### Track usage over the die, run 1

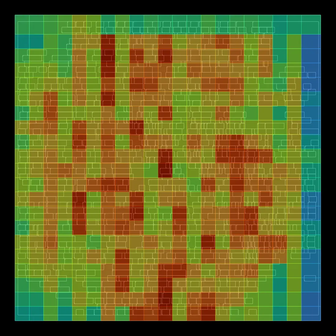
### Metal 1, run 1

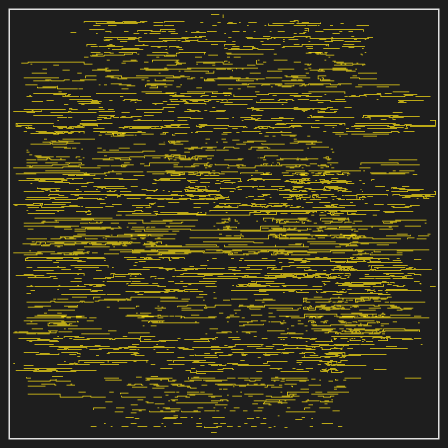
### Sequential cells coloured by netlist name, run 1

Other sequential cells in the stronger grey, the rest of the logic in the fainter grey.
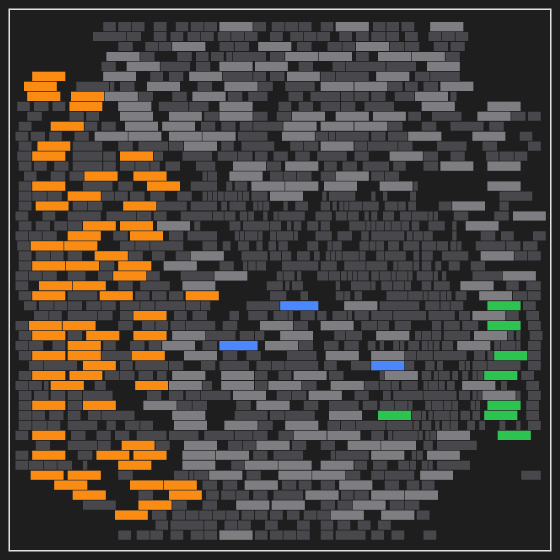
### Nets reached from selected ports, run 1

Scale bar: 50 µm.
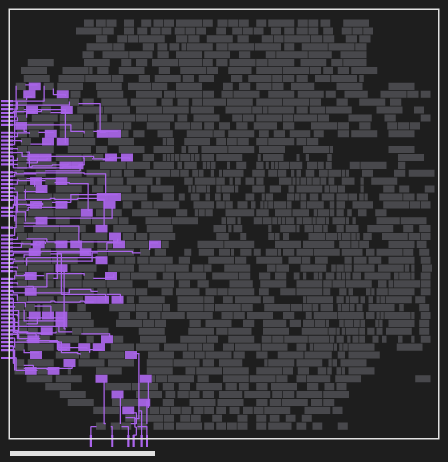
`src/rtl/serial_mac_accumulator_pkg.sv`:
```
`default_nettype none
// ============================================================================
// serial_mac_accumulator_pkg : FSM states and width helpers for the MAC
// Revision: 1.0
// ============================================================================
package serial_mac_accumulator_pkg;

   typedef enum logic [1:0] {
      IDLE  = 2'd0,
      ACCUM = 2'd1,
      DONE  = 2'd2
   } state_t;

   // The full sum spans -N..+N, which needs N_STAGE+2 signed bits.
   function automatic int acc_width(input int n_stage);
      return n_stage + 2;
   endfunction

   function automatic int partial_width(input int chunk_log2);
      return chunk_log2 + 2;
   endfunction

endpackage
`default_nettype wire

```
`src/rtl/chunk_signed_popcount.sv`:
```
`default_nettype none
// ============================================================================
// chunk_signed_popcount : signed ternary-weight sum over one chunk of synapses
// Revision: 1.0
// ============================================================================
module chunk_signed_popcount
   import serial_mac_accumulator_pkg::*;
#(
   parameter int CHUNK_LOG2 = 3
) (
   input  logic [2**CHUNK_LOG2-1:0]                  i_x,
   input  logic [2**CHUNK_LOG2-1:0]                  i_w,
   input  logic [2**CHUNK_LOG2-1:0]                  i_m,
   output logic signed [partial_width(CHUNK_LOG2)-1:0] o_partial
);

   localparam int c_chunk = 2**CHUNK_LOG2;
   localparam int c_pw    = partial_width(CHUNK_LOG2);
   localparam logic signed [c_pw-1:0] c_one = c_pw'(1);

   always_comb begin
      o_partial = '0;
      for (int i = 0; i < c_chunk; i++) begin
         if (i_x[i] & i_m[i]) begin
            o_partial = i_w[i] ? (o_partial + c_one) : (o_partial - c_one);
         end
      end
   end

endmodule
`default_nettype wire

```
`src/rtl/serial_mac_accumulator.sv`:
```
`default_nettype none
// ============================================================================
// serial_mac_accumulator : chunk-serial ternary-weight spike MAC, valid/ready
// Revision: 1.0
// ============================================================================
module serial_mac_accumulator
   import serial_mac_accumulator_pkg::*;
#(
   parameter int N_STAGE    = 6,
   parameter int CHUNK_LOG2 = 3
) (
   input  logic                          clk,
   input  logic                          rst_n,
   input  logic                          in_valid,
   output logic                          in_ready,
   input  logic [2**N_STAGE-1:0]         x,
   input  logic [2**N_STAGE-1:0]         w,
   input  logic [2**N_STAGE-1:0]         m,
   output logic                          out_valid,
   input  logic                          out_ready,
   output logic [acc_width(N_STAGE)-1:0] y_out
);

   localparam int c_n      = 2**N_STAGE;
   localparam int c_c      = 2**CHUNK_LOG2;
   localparam int c_nchunk = c_n / c_c;
   localparam int c_aw     = acc_width(N_STAGE);
   localparam int c_pw     = partial_width(CHUNK_LOG2);
   // A single-chunk build still needs a 1-bit index to keep the selects legal.
   localparam int c_kw     = (N_STAGE > CHUNK_LOG2) ? (N_STAGE - CHUNK_LOG2) : 1;
   localparam logic [c_kw-1:0] c_k_last = c_kw'(c_nchunk - 1);

   state_t                   r_state;
   logic [c_n-1:0]           r_x;
   logic [c_n-1:0]           r_w;
   logic [c_n-1:0]           r_m;
   logic signed [c_aw-1:0]   r_acc;
   logic [c_kw-1:0]          r_k;

   logic [c_c-1:0]           w_chunk_x;
   logic [c_c-1:0]           w_chunk_w;
   logic [c_c-1:0]           w_chunk_m;
   logic signed [c_pw-1:0]   w_partial;
   logic signed [c_aw-1:0]   w_partial_ext;
   logic signed [c_aw-1:0]   w_acc_next;

   assign w_chunk_x = r_x[int'(r_k)*c_c +: c_c];
   assign w_chunk_w = r_w[int'(r_k)*c_c +: c_c];
   assign w_chunk_m = r_m[int'(r_k)*c_c +: c_c];

   chunk_signed_popcount #(
      .CHUNK_LOG2 (CHUNK_LOG2)
   ) u_chunk (
      .i_x       (w_chunk_x),
      .i_w       (w_chunk_w),
      .i_m       (w_chunk_m),
      .o_partial (w_partial)
   );

   // Signed size cast sign-extends the chunk partial into the accumulator width.
   assign w_partial_ext = c_aw'(w_partial);
   assign w_acc_next    = r_acc + w_partial_ext;

   always_ff @(posedge clk or negedge rst_n) begin
      if (!rst_n) begin
         r_state   <= IDLE;
         r_x       <= '0;
         r_w       <= '0;
         r_m       <= '0;
         r_acc     <= '0;
         r_k       <= '0;
         in_ready  <= 1'b1;
         out_valid <= 1'b0;
         y_out     <= '0;
      end else begin
         case (r_state)
            IDLE: begin
               if (in_valid) begin
                  r_x      <= x;
                  r_w      <= w;
                  r_m      <= m;
                  r_acc    <= '0;
                  r_k      <= '0;
                  in_ready <= 1'b0;
                  r_state  <= ACCUM;
               end
            end
            ACCUM: begin
               r_acc <= w_acc_next;
               if (r_k == c_k_last) begin
                  r_k       <= '0;
                  y_out     <= w_acc_next;
                  out_valid <= 1'b1;
                  r_state   <= DONE;
               end else begin
                  r_k <= r_k + 1'b1;
               end
            end
            DONE: begin
               if (out_ready) begin
                  out_valid <= 1'b0;
                  in_ready  <= 1'b1;
                  r_state   <= IDLE;
               end
            end
            default: begin
               r_state   <= IDLE;
               in_ready  <= 1'b1;
               out_valid <= 1'b0;
            end
         endcase
      end
   end

endmodule
`default_nettype wire

```
`config.mk`:
```
export PLATFORM = sky130hd
export DESIGN_NAME = serial_mac_accumulator
export DESIGN_NICKNAME = d
export VERILOG_FILES = /design/src/rtl/serial_mac_accumulator_pkg.sv /design/src/rtl/chunk_signed_popcount.sv /design/src/rtl/serial_mac_accumulator.sv
export SDC_FILE = /design/constraint.sdc
export NUM_CORES = 1
export LEC_CHECK = 0
export CORE_UTILIZATION = 53
export DETAILED_ROUTE_END_ITERATION = 12
export PLACE_DENSITY = 0.83
export SETUP_SLACK_MARGIN = 0.15
export SYNTH_ARGS = -nofsm -noshare
export SYNTH_HDL_FRONTEND = slang
export SYNTH_HIERARCHICAL = 1
export SYNTH_SLANG_ARGS = --single-unit
```
`constraint.sdc`:
```
create_clock -name clk -period 10.73 [get_ports clk]
set_input_delay 1.073 -clock clk [delete_from_list [all_inputs] [get_ports clk]]
set_output_delay 1.073 -clock clk [all_outputs]
set_load 0.02 [all_outputs]
```
==> impl_metrics.yaml, run 1 <==
# generated from flow reports
run_status:
  run_status: "finished clean"
placed_design:
  gpl.final_weighted_congestion: 0.821
  placed_area_um2: 13400
  instance_count_after_placement_with_tap_cells_included: 1230
  pre_cts_ws_ns: 0.117
drt:
  drt_wl_total_mm: 25.2
  drc: 0
  route.top_layer_used: "met4"
  dr_total_vias: 7197
  drt_iter0_markers: 348
  m1WireLength_mm: 10.1
  route.met2.wl_mm: 12.8
  antenna_left: 0
  via_per_inst: 5.62
  wl_met3_mm: 1.51
  detailedRoute.firstPassIterationCount: 4
hold_path:
  number_of_instances_on_the_worst_hold_path: 2
worst_setup_path:
  critPathKind: "flop to flop"
  r2r_end: "y_out[7]$_DFFE_PN0P_"
  critical_path_required_ns: 11.13
  worst-path-stages: 45
  worst_setup_path_endpoint: "y_out[7]$_DFFE_PN0P_"
  path_buffers: 4
  arrival_worst_endpoint_ns: 10.47
  critical_path.reg2reg.startpoint: "r_k[1]$_DFFE_PN0P_"
  worst-path-max-fanout: 25
  critPathSlowestCell: "sky130_fd_sc_hd__dfrtp_4"
  worst_path_dominant_cell_family: "adder cells"
  crit_path_start_kind: "flop"
  reg2reg_slack_ns: 0.66
  critPathCaptureType: "flop"
  timing.critical_path.from: "r_k[1]$_DFFE_PN0P_"
grt:
  busiest_layer: "met2"
  grt_start_max_net_pins: 194
  grt_first_pass_wirelength_mm: 40.4
  grtUsageMet1_pct: 30.6
  grt_pass1_vias: 7688
  antenna_violations_before_repair: 0
  global_route.usage.met3_pct: 5.28
  grt_remaining_overflow: 0
  grt.met2_usage_pct: 40.8
yosys:
  top_cell: "sky130_fd_sc_hd__mux2_2"
  mappedNetlistArea_um2: 11200
  synth_top_area_share_pct: 47.8
  ys_async_sr_fraction_pct: 100
  yosys-top-cells-count: "sky130_fd_sc_hd__mux2_2, sky130_fd_sc_hd__dfrtp_1, sky130_fd_sc_hd__mux4_2, sky130_fd_sc_hd__inv_1, sky130_fd_sc_hd__nand2_1"
  synth_area_per_cell_um2: 14.3
  leading_area_contributor_after_synthesis: "sky130_fd_sc_hd__dfrtp_1"
  ys_seq_share_pct: 48.1
  yosys_cells: 785
  post_synth_regs: 215
  yosys-top-cells-area: "sky130_fd_sc_hd__dfrtp_1, sky130_fd_sc_hd__mux2_2, sky130_fd_sc_hd__mux4_2"
  yosys_warnings: 6
  enable_flop_cells: 0
  synth.net_count: 1017
  synth_top_flop_cell: "sky130_fd_sc_hd__dfrtp_1"
  postSynthCellCount: 785
  ys_area_um2: 11200
finish:
  antenna-diode-count: 0
  post-route-cell-area_um2: 14300
  top_layout_cells: "sky130_fd_sc_hd__mux2_2, sky130_fd_sc_hd__dfrtp_1, sky130_fd_sc_hd__clkdlybuf4s50_1"
  layout.cells.largest_class: "logic gates"
  design.seq.count: 215
  num-nonclk-buffers: 224
  layout_stage_area_growth_over_the_synthesis_result_pct: 28.1
  clock_tree_area_fraction_pct: 5.51
  combGateArea_um2: 5470
  finish.net_count: 1227
  clkbuf_count: 31
  comb_area_share_pct: 38.2
  num-multi-input-gates: 499
  final_cell_count_no_fill: 1280
  final_common_cell: "sky130_fd_sc_hd__mux2_2"
  non_clock_inverter_count: 31
  largest_registers: "r_m (64), r_w (64), r_x (64)"
  layout.filler_cells: 1384
sta:
  maximum_frequency_from_static_timing_analysis_mhz: 99.3
  clock-skew-final_ns: 0.0184
  finalHoldViolCount: 0
  report.final.setup_viol: 0
  crit_share_post_route_pct: 93.8
  worst_pin_slew_ns: 1.14
  period_minus_slack_ns: 10.07
  slew_viol_final: 0
  unrepaired_setup_endpoints_after_global_routing: "no"
  max-slew-margin-rel_pct: 24.1
  setup-tns-final_ns: 0
  fin_hold_ws_ns: 0.475
floorplan:
  design.die.area_um2: 21700
  chipHeight_um: 147
  fp.dieW_um: 147
  tapcell.inserted: 270
  fp_util_pct: 54.6
  row_count: 52
  fp.coreArea_um2: 20500
cts:
  tritoncts: "done"
  cts_hold_repair.buffers: 0
  cts.sinks: 215
  clock_tree.root_cell: "sky130_fd_sc_hd__clkbuf_16"
  worst_setup_hold_path_clk_slew_ns: 0.06
  max-clock-path-buffers: 3
  post_cts_resized: 1
  tritoncts.num_buffers: 24
  setup_fix_buffers_added_after_clock_tree_synthesis: 0
  clock_tree.htree_level_count: 1
run:
  cap_violations: 0
  warning_count: 32
About 'Track usage over the die':
post-layout util: 69.9%
routed len/inst: 19.7 µm

About 'Metal 1':
share of all routed wire: 40%
nets with wire on the layer: 1093
wire length on this layer: 10100 µm
main direction: horizontal
longest straight run: 58.4 µm

About 'Sequential cells coloured by netlist name':
| colour | name in the netlist | flops |
|---|---|---|
| orange | r_x | 64 |
| blue | r_k | 3 |
| green | y_out | 8 |
not coloured: 140
area used by sequential logic in the layout: 5390 µm²
share of cell area taken by flip-flops and latches: 37.6%

About 'Nets reached from selected ports':
| colour | port | bits | direction | end cells | buffers | wire |
|---|---|---|---|---|---|---|
| purple | x | 64 | input | 64 | 64 | 1490 µm |
number of I/O port buffers: 205
IO Count: 206

run 1: kinds of logic after synthesis:
kind of cell,after synthesis,share of synthesized area [%]
AND-OR/OR-AND,69,3.92
XOR/XNOR,33,3.07
adder cells (fa/ha/maj),36,4.70
buffers and inverters,71,3.50
flip-flops,215,48.1
multiplexers,279,33.1
AND/OR/NAND/NOR,82,3.60
run 1: worst reg2reg max path, delay by kind of cell, from the launching register on:
kind / cells / cell delay [ns]
adder cells (fa/ha/maj): 9 / 3.19
AND-OR/OR-AND: 14 / 2.44
AND/OR/NAND/NOR: 8 / 0.99
flip-flops: 1 / 0.71
buffers and inverters: 4 / 0.51
multiplexers: 3 / 0.95
XOR/XNOR: 7 / 1.18
==> inputs of run 2 (changes only) <==
CORE_UTILIZATION = 64   (was 53)
DONT_BUFFER_PORTS = 1   (was default)
PLACE_DENSITY = 0.82   (was 0.83)
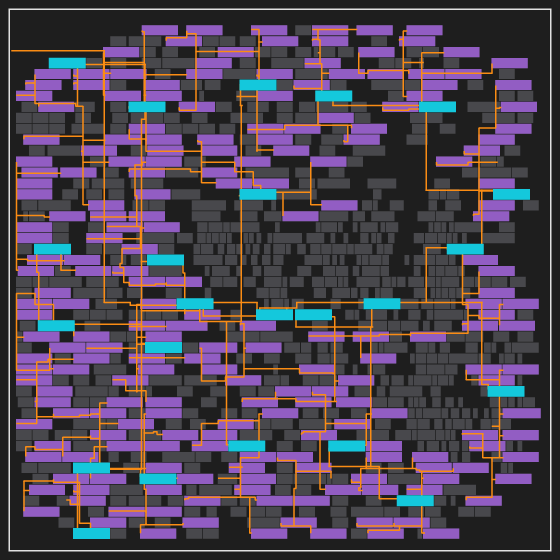
*Clock wires, drivers and flops, run 2*
[purple] flip-flops | count: 215
[orange] clock wires | length: 2500 µm
[cyan] clock-net drivers | count: 23
routed clock nets: 24
flops lie: widely spread

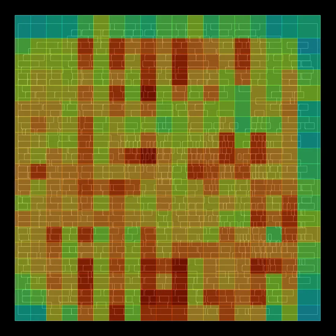
*Track usage over the die, run 2*
grt peak-use layer: met2
routed len/inst: 23.3 µm
overall global routing resource usage: 27.4%
met2 demand-to-capacity share in global routing: 47.9%

==> run 2 against run 1 <==
Effect of this change: critical path depth fell by 1; register-to-register slack better by 0.08 ns; utilization is 2.2 points higher; critical path type unchanged.
==> impl_metrics.yaml, run 2 <==
# generated from flow reports
worst_setup_path:
  critical_path.reg2reg.startpoint: "r_k[0]$_DFFE_PN0P_"
  worst_setup_path_endpoint: "y_out[7]$_DFFE_PN0P_"
  r2r_end: "y_out[7]$_DFFE_PN0P_"
  crit_path_start_kind: "flop"
  critPathKind: "flop to flop"
  worst-path-max-fanout: 6
  critical_path_required_ns: 11.13
  reg2reg_slack_ns: 0.75
  critPathCaptureType: "flop"
  timing.critical_path.from: "r_k[0]$_DFFE_PN0P_"
  path_buffers: 2
  worst_path_dominant_cell_family: "adder cells"
  arrival_worst_endpoint_ns: 10.38
  critPathSlowestCell: "sky130_fd_sc_hd__mux4_2"
finish:
  final_cell_count_no_fill: 1029
  final_common_cell: "sky130_fd_sc_hd__mux2_2"
  top_layout_cells: "sky130_fd_sc_hd__mux2_2, sky130_fd_sc_hd__dfrtp_1, sky130_fd_sc_hd__mux4_2"
  layout.filler_cells: 1095
  layout_stage_area_growth_over_the_synthesis_result_pct: 8.43
  finish.net_count: 1021
  post-route-cell-area_um2: 12100
  largest_registers: "r_m (64), r_w (64), r_x (64)"
  final_core_util_pct: 72.2
yosys:
  synth_top_flop_cell: "sky130_fd_sc_hd__dfrtp_1"
  postSynthCellCount: 785
  xor_area_share_pct: 3.07
  mappedNetlistArea_um2: 11200
  synth_top_area_share_pct: 47.8
  ys_top_logic_family: "multiplexers"
  top_cell: "sky130_fd_sc_hd__mux2_2"
  yosys_warnings: 6
  ys_async_sr_fraction_pct: 100
  basic_gate_share_of_the_synthesized_area_counting_and_or_nand_and_nor_cells_pct: 3.60
  yosys-top-cells-area: "sky130_fd_sc_hd__dfrtp_1, sky130_fd_sc_hd__mux2_2, sky130_fd_sc_hd__mux4_2"
  synth_area_per_cell_um2: 14.3
  post_synth_regs: 215
  enable_flop_cells: 0
  yosys_cells: 785
  yosys.area_share.aoi_pct: 3.92
  ys_area_um2: 11200
  ys_seq_share_pct: 48.1
  leading_area_contributor_after_synthesis: "sky130_fd_sc_hd__dfrtp_1"
  ys_sh_adder_pct: 4.70
drt:
  drt_iter0_markers: 230
  dr_total_vias: 6427
  via_per_inst: 6.25
  drc: 0
  detailedRoute.firstPassIterationCount: 4
  antenna_left: 0
  drt_wl_total_mm: 23.9
placed_design:
  placed_area_um2: 11300
  instance_count_after_placement_with_tap_cells_included: 976
  numPortBuffers: 0
  pre_cts_ws_ns: 0.212
  gpl.final_weighted_congestion: 0.835
sta:
  worst_pin_slew_ns: 1.12
  maximum_frequency_from_static_timing_analysis_mhz: 100
  report.final.setup_viol: 0
  unrepaired_setup_endpoints_after_global_routing: "no"
  period_minus_slack_ns: 9.98
  clock-skew-final_ns: 0.0205
  fin_hold_ws_ns: 0.261
  slew_viol_final: 0
  finalHoldViolCount: 0
  max-slew-margin-rel_pct: 25.6
  crit_share_post_route_pct: 93.1
  setup-tns-final_ns: 0
cts:
  cts.sinks: 215
  clock_tree.htree_level_count: 1
  worst_setup_hold_path_clk_slew_ns: 0.06
  clock_tree.root_cell: "sky130_fd_sc_hd__clkbuf_16"
  cts_hold_repair.buffers: 0
  max-clock-path-buffers: 3
  tritoncts: "done"
grt:
  grt_first_pass_wirelength_mm: 37.9
  grt_pass1_vias: 7118
  grt_start_max_net_pins: 216
  antenna_violations_before_repair: 6
  grt_remaining_overflow: 0
floorplan:
  row_count: 47
  fp.coreArea_um2: 16800
  fp_util_pct: 66.5
  chipHeight_um: 134
  design.die.area_um2: 18000
  pin_count: 206
  fp.dieW_um: 134
hold_path:
  worst_hold_path_type: "input port to async pin"
run_status:
  run_status: "finished clean"
run:
  warning_count: 31
  cap_violations: 0
[run 2: cell type report]
cell class                      count  area [µm²]  share of cell area [%]
Tap cell                          220         275                    2.27
Inverter                           31         116                   0.959
Antenna cell                        4        10.0                  0.0825
Clock buffer                       35         671                    5.53
Clock inverter                      6        73.8                   0.608
Sequential cell                   215        5390                    44.4
Multi-Input combinational cell    499        5450                    44.9
Timing Repair Buffer               19         156                    1.29
[run 2: layer usage]
metal	track usage [%]	vias to the layer above	share of wire (%)
li1	-	2872	-
met1	33.8	3283	38
met2	47.9	204	52
met3	6.39	62	6.3
met4	8.74	6	3.4
met5	0	-	0.15
[run 2: what timing repair did]
item / 4_1_cts / 5_1_grt
gates resized: 0 / 9
endpoints found under the setup margin: 0 / 8
setup buffers: 0 / 8
==> inputs of run 3 (changes only) <==
--- a/config.mk
+++ b/config.mk
@@ -10,3 +10,3 @@
 export DONT_BUFFER_PORTS = 1
-export PLACE_DENSITY = 0.82
+export PLACE_DENSITY = 0.8
 export SETUP_SLACK_MARGIN = 0.15
--- a/constraint.sdc
+++ b/constraint.sdc
@@ -3,2 +3,2 @@
 set_output_delay 1.073 -clock clk [all_outputs]
-set_load 0.02 [all_outputs]
+set_load 0.05 [all_outputs]
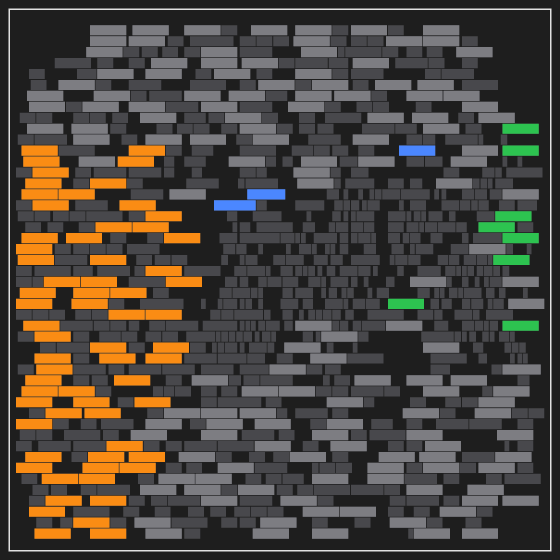
*Sequential cells coloured by netlist name, run 3*
Other sequential cells in the stronger grey, the rest of the logic in the fainter grey.
| colour | name in the netlist | flops |
|---|---|---|
| blue | r_k | 3 |
| green | y_out | 8 |
| orange | r_x | 64 |
not coloured: 140

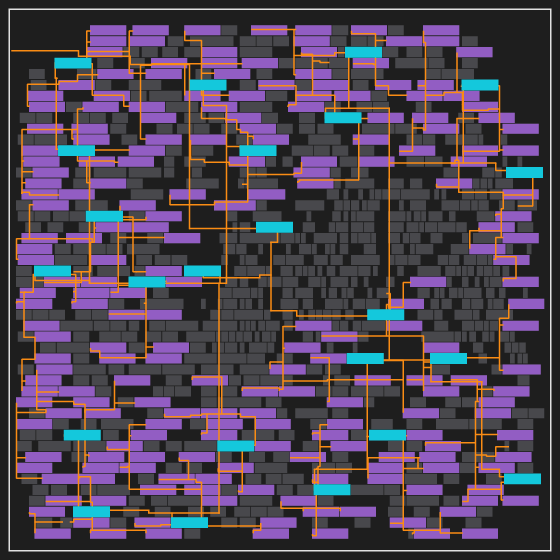
*Clock wires, drivers and flops, run 3*
[cyan] clock-net drivers | count: 23
[orange] clock wires | length: 2540 µm
[purple] flip-flops | count: 215
flops lie: widely spread
Worst Skew: 0.0130 ns

==> run 3 against run 2 <==
Effect of this change: sequential share of layout area decreased by 0.11 points; synthesized cell count unchanged; die area did not move; count of clock-buffer cells in the layout shrank 5; worst setup slack lost 0.11 ns; highest routed layer unchanged.
==> impl_metrics.yaml, run 3 <==
# generated from flow reports
run_status:
  run_status: "finished clean"
grt:
  globalRouteTotalUtil_pct: 27.4
  grt_pass1_vias: 7154
  global_route.usage.met3_pct: 5.93
  grt.met2_usage_pct: 47.8
  antenna_violations_before_repair: 3
  grt_remaining_overflow: 0
  grt_first_pass_wirelength_mm: 38.2
  busiest_layer: "met2"
  grtUsageMet1_pct: 34.6
yosys:
  yosys_warnings: 6
  ys_area_um2: 11200
  synth.area.mux_share_pct: 33.1
  enable_flop_cells: 0
  basic_gate_share_of_the_synthesized_area_counting_and_or_nand_and_nor_cells_pct: 3.60
  yosys.area_share.aoi_pct: 3.92
  yosys-top-cells-count: "sky130_fd_sc_hd__mux2_2, sky130_fd_sc_hd__dfrtp_1, sky130_fd_sc_hd__mux4_2, sky130_fd_sc_hd__inv_1, sky130_fd_sc_hd__nand2_1"
  ys_async_sr_fraction_pct: 100
  xor_area_share_pct: 3.07
  ys_seq_share_pct: 48.1
  leading_area_contributor_after_synthesis: "sky130_fd_sc_hd__dfrtp_1"
  yosys_cells: 785
  synth.net_count: 1017
  synth_area_per_cell_um2: 14.3
  post_synth_regs: 215
  yosys-top-cells-area: "sky130_fd_sc_hd__dfrtp_1, sky130_fd_sc_hd__mux2_2, sky130_fd_sc_hd__mux4_2"
  ys_sh_adder_pct: 4.70
  postSynthCellCount: 785
  synth_top_area_share_pct: 47.8
  synth_top_flop_cell: "sky130_fd_sc_hd__dfrtp_1"
worst_setup_path:
  critPathSlowestCell: "sky130_fd_sc_hd__fa_1"
  worst_path_dominant_cell_family: "adder cells"
  critical_path.reg2reg.startpoint: "r_k[0]$_DFFE_PN0P_"
  worst_setup_path_endpoint: "y_out[7]$_DFFE_PN0P_"
  critical_path_required_ns: 11.12
  timing.critical_path.from: "r_k[0]$_DFFE_PN0P_"
  worst-path-stages: 48
  critPathKind: "flop to flop"
  arrival_worst_endpoint_ns: 10.48
  reg2reg_slack_ns: 0.64
  crit_path_start_kind: "flop"
  critPathCaptureType: "flop"
sta:
  setup-tns-final_ns: 0
  report.final.setup_viol: 0
  slew_viol_final: 0
  fin_hold_ws_ns: 0.260
  maximum_frequency_from_static_timing_analysis_mhz: 99.1
  unrepaired_setup_endpoints_after_global_routing: "yes"
  worst_pin_slew_ns: 1.36
  max-slew-margin-rel_pct: 8.64
finish:
  layout.filler_cells: 1099
  num-nonclk-buffers: 20
  seqAreaFraction_pct: 44.3
  non_clock_inverter_count: 31
  combGateArea_um2: 5440
  top_layout_cells: "sky130_fd_sc_hd__mux2_2, sky130_fd_sc_hd__dfrtp_1, sky130_fd_sc_hd__mux4_2"
  buffer_area_share_pct: 1.23
  clkbuf_count: 30
  largest_registers: "r_m (64), r_w (64), r_x (64)"
  finish.net_count: 1022
  num-multi-input-gates: 499
  layout.cells.largest_class: "logic gates"
  area.sequential_um2: 5390
floorplan:
  fp.coreArea_um2: 16800
  row_count: 47
  pin_count: 206
  tapcell.inserted: 220
  chipHeight_um: 134
  design.die.area_um2: 18000
cts:
  worst_setup_hold_path_clk_slew_ns: 0.06
  tritoncts.num_buffers: 23
  max-clock-path-buffers: 3
  cts.sinks: 215
  clock_tree.root_cell: "sky130_fd_sc_hd__clkbuf_16"
  cts_hold_repair.buffers: 0
drt:
  antenna_left: 0
  drc: 0
  via_per_inst: 6.30
  m1WireLength_mm: 9.32
  detailedRoute.firstPassIterationCount: 4
  route.met2.wl_mm: 12.5
  route.detailed.wl_per_inst_um: 23.4
  drt_wl_total_mm: 24.0
  drt_iter0_markers: 311
  wl_met3_mm: 1.42
placed_design:
  gpl.final_weighted_congestion: 0.849
  pre_cts_ws_ns: 0.358
  numPortBuffers: 0
  instance_count_after_placement_with_tap_cells_included: 976
hold_path:
  worst_hold_path_type: "input port to async pin"
run:
  cap_violations: 0
  warning_count: 32
[run 3: cell types whose count changed in the layout (fill, tap and decap cells not counted), moves of 2 or more]
cell                        delta
sky130_fd_sc_hd__clkbuf_1      -5
sky130_fd_sc_hd__buf_4         +3
sky130_fd_sc_hd__bufinv_16     +2
sky130_fd_sc_hd__diode_2       -2
[run 3: what timing repair did]
| action | CTS | global route |
|---|---|---|
| gates resized | 0 | 7 |
| setup endpoints to repair | 0 | 6 |
| buffers inserted | 0 | 9 |
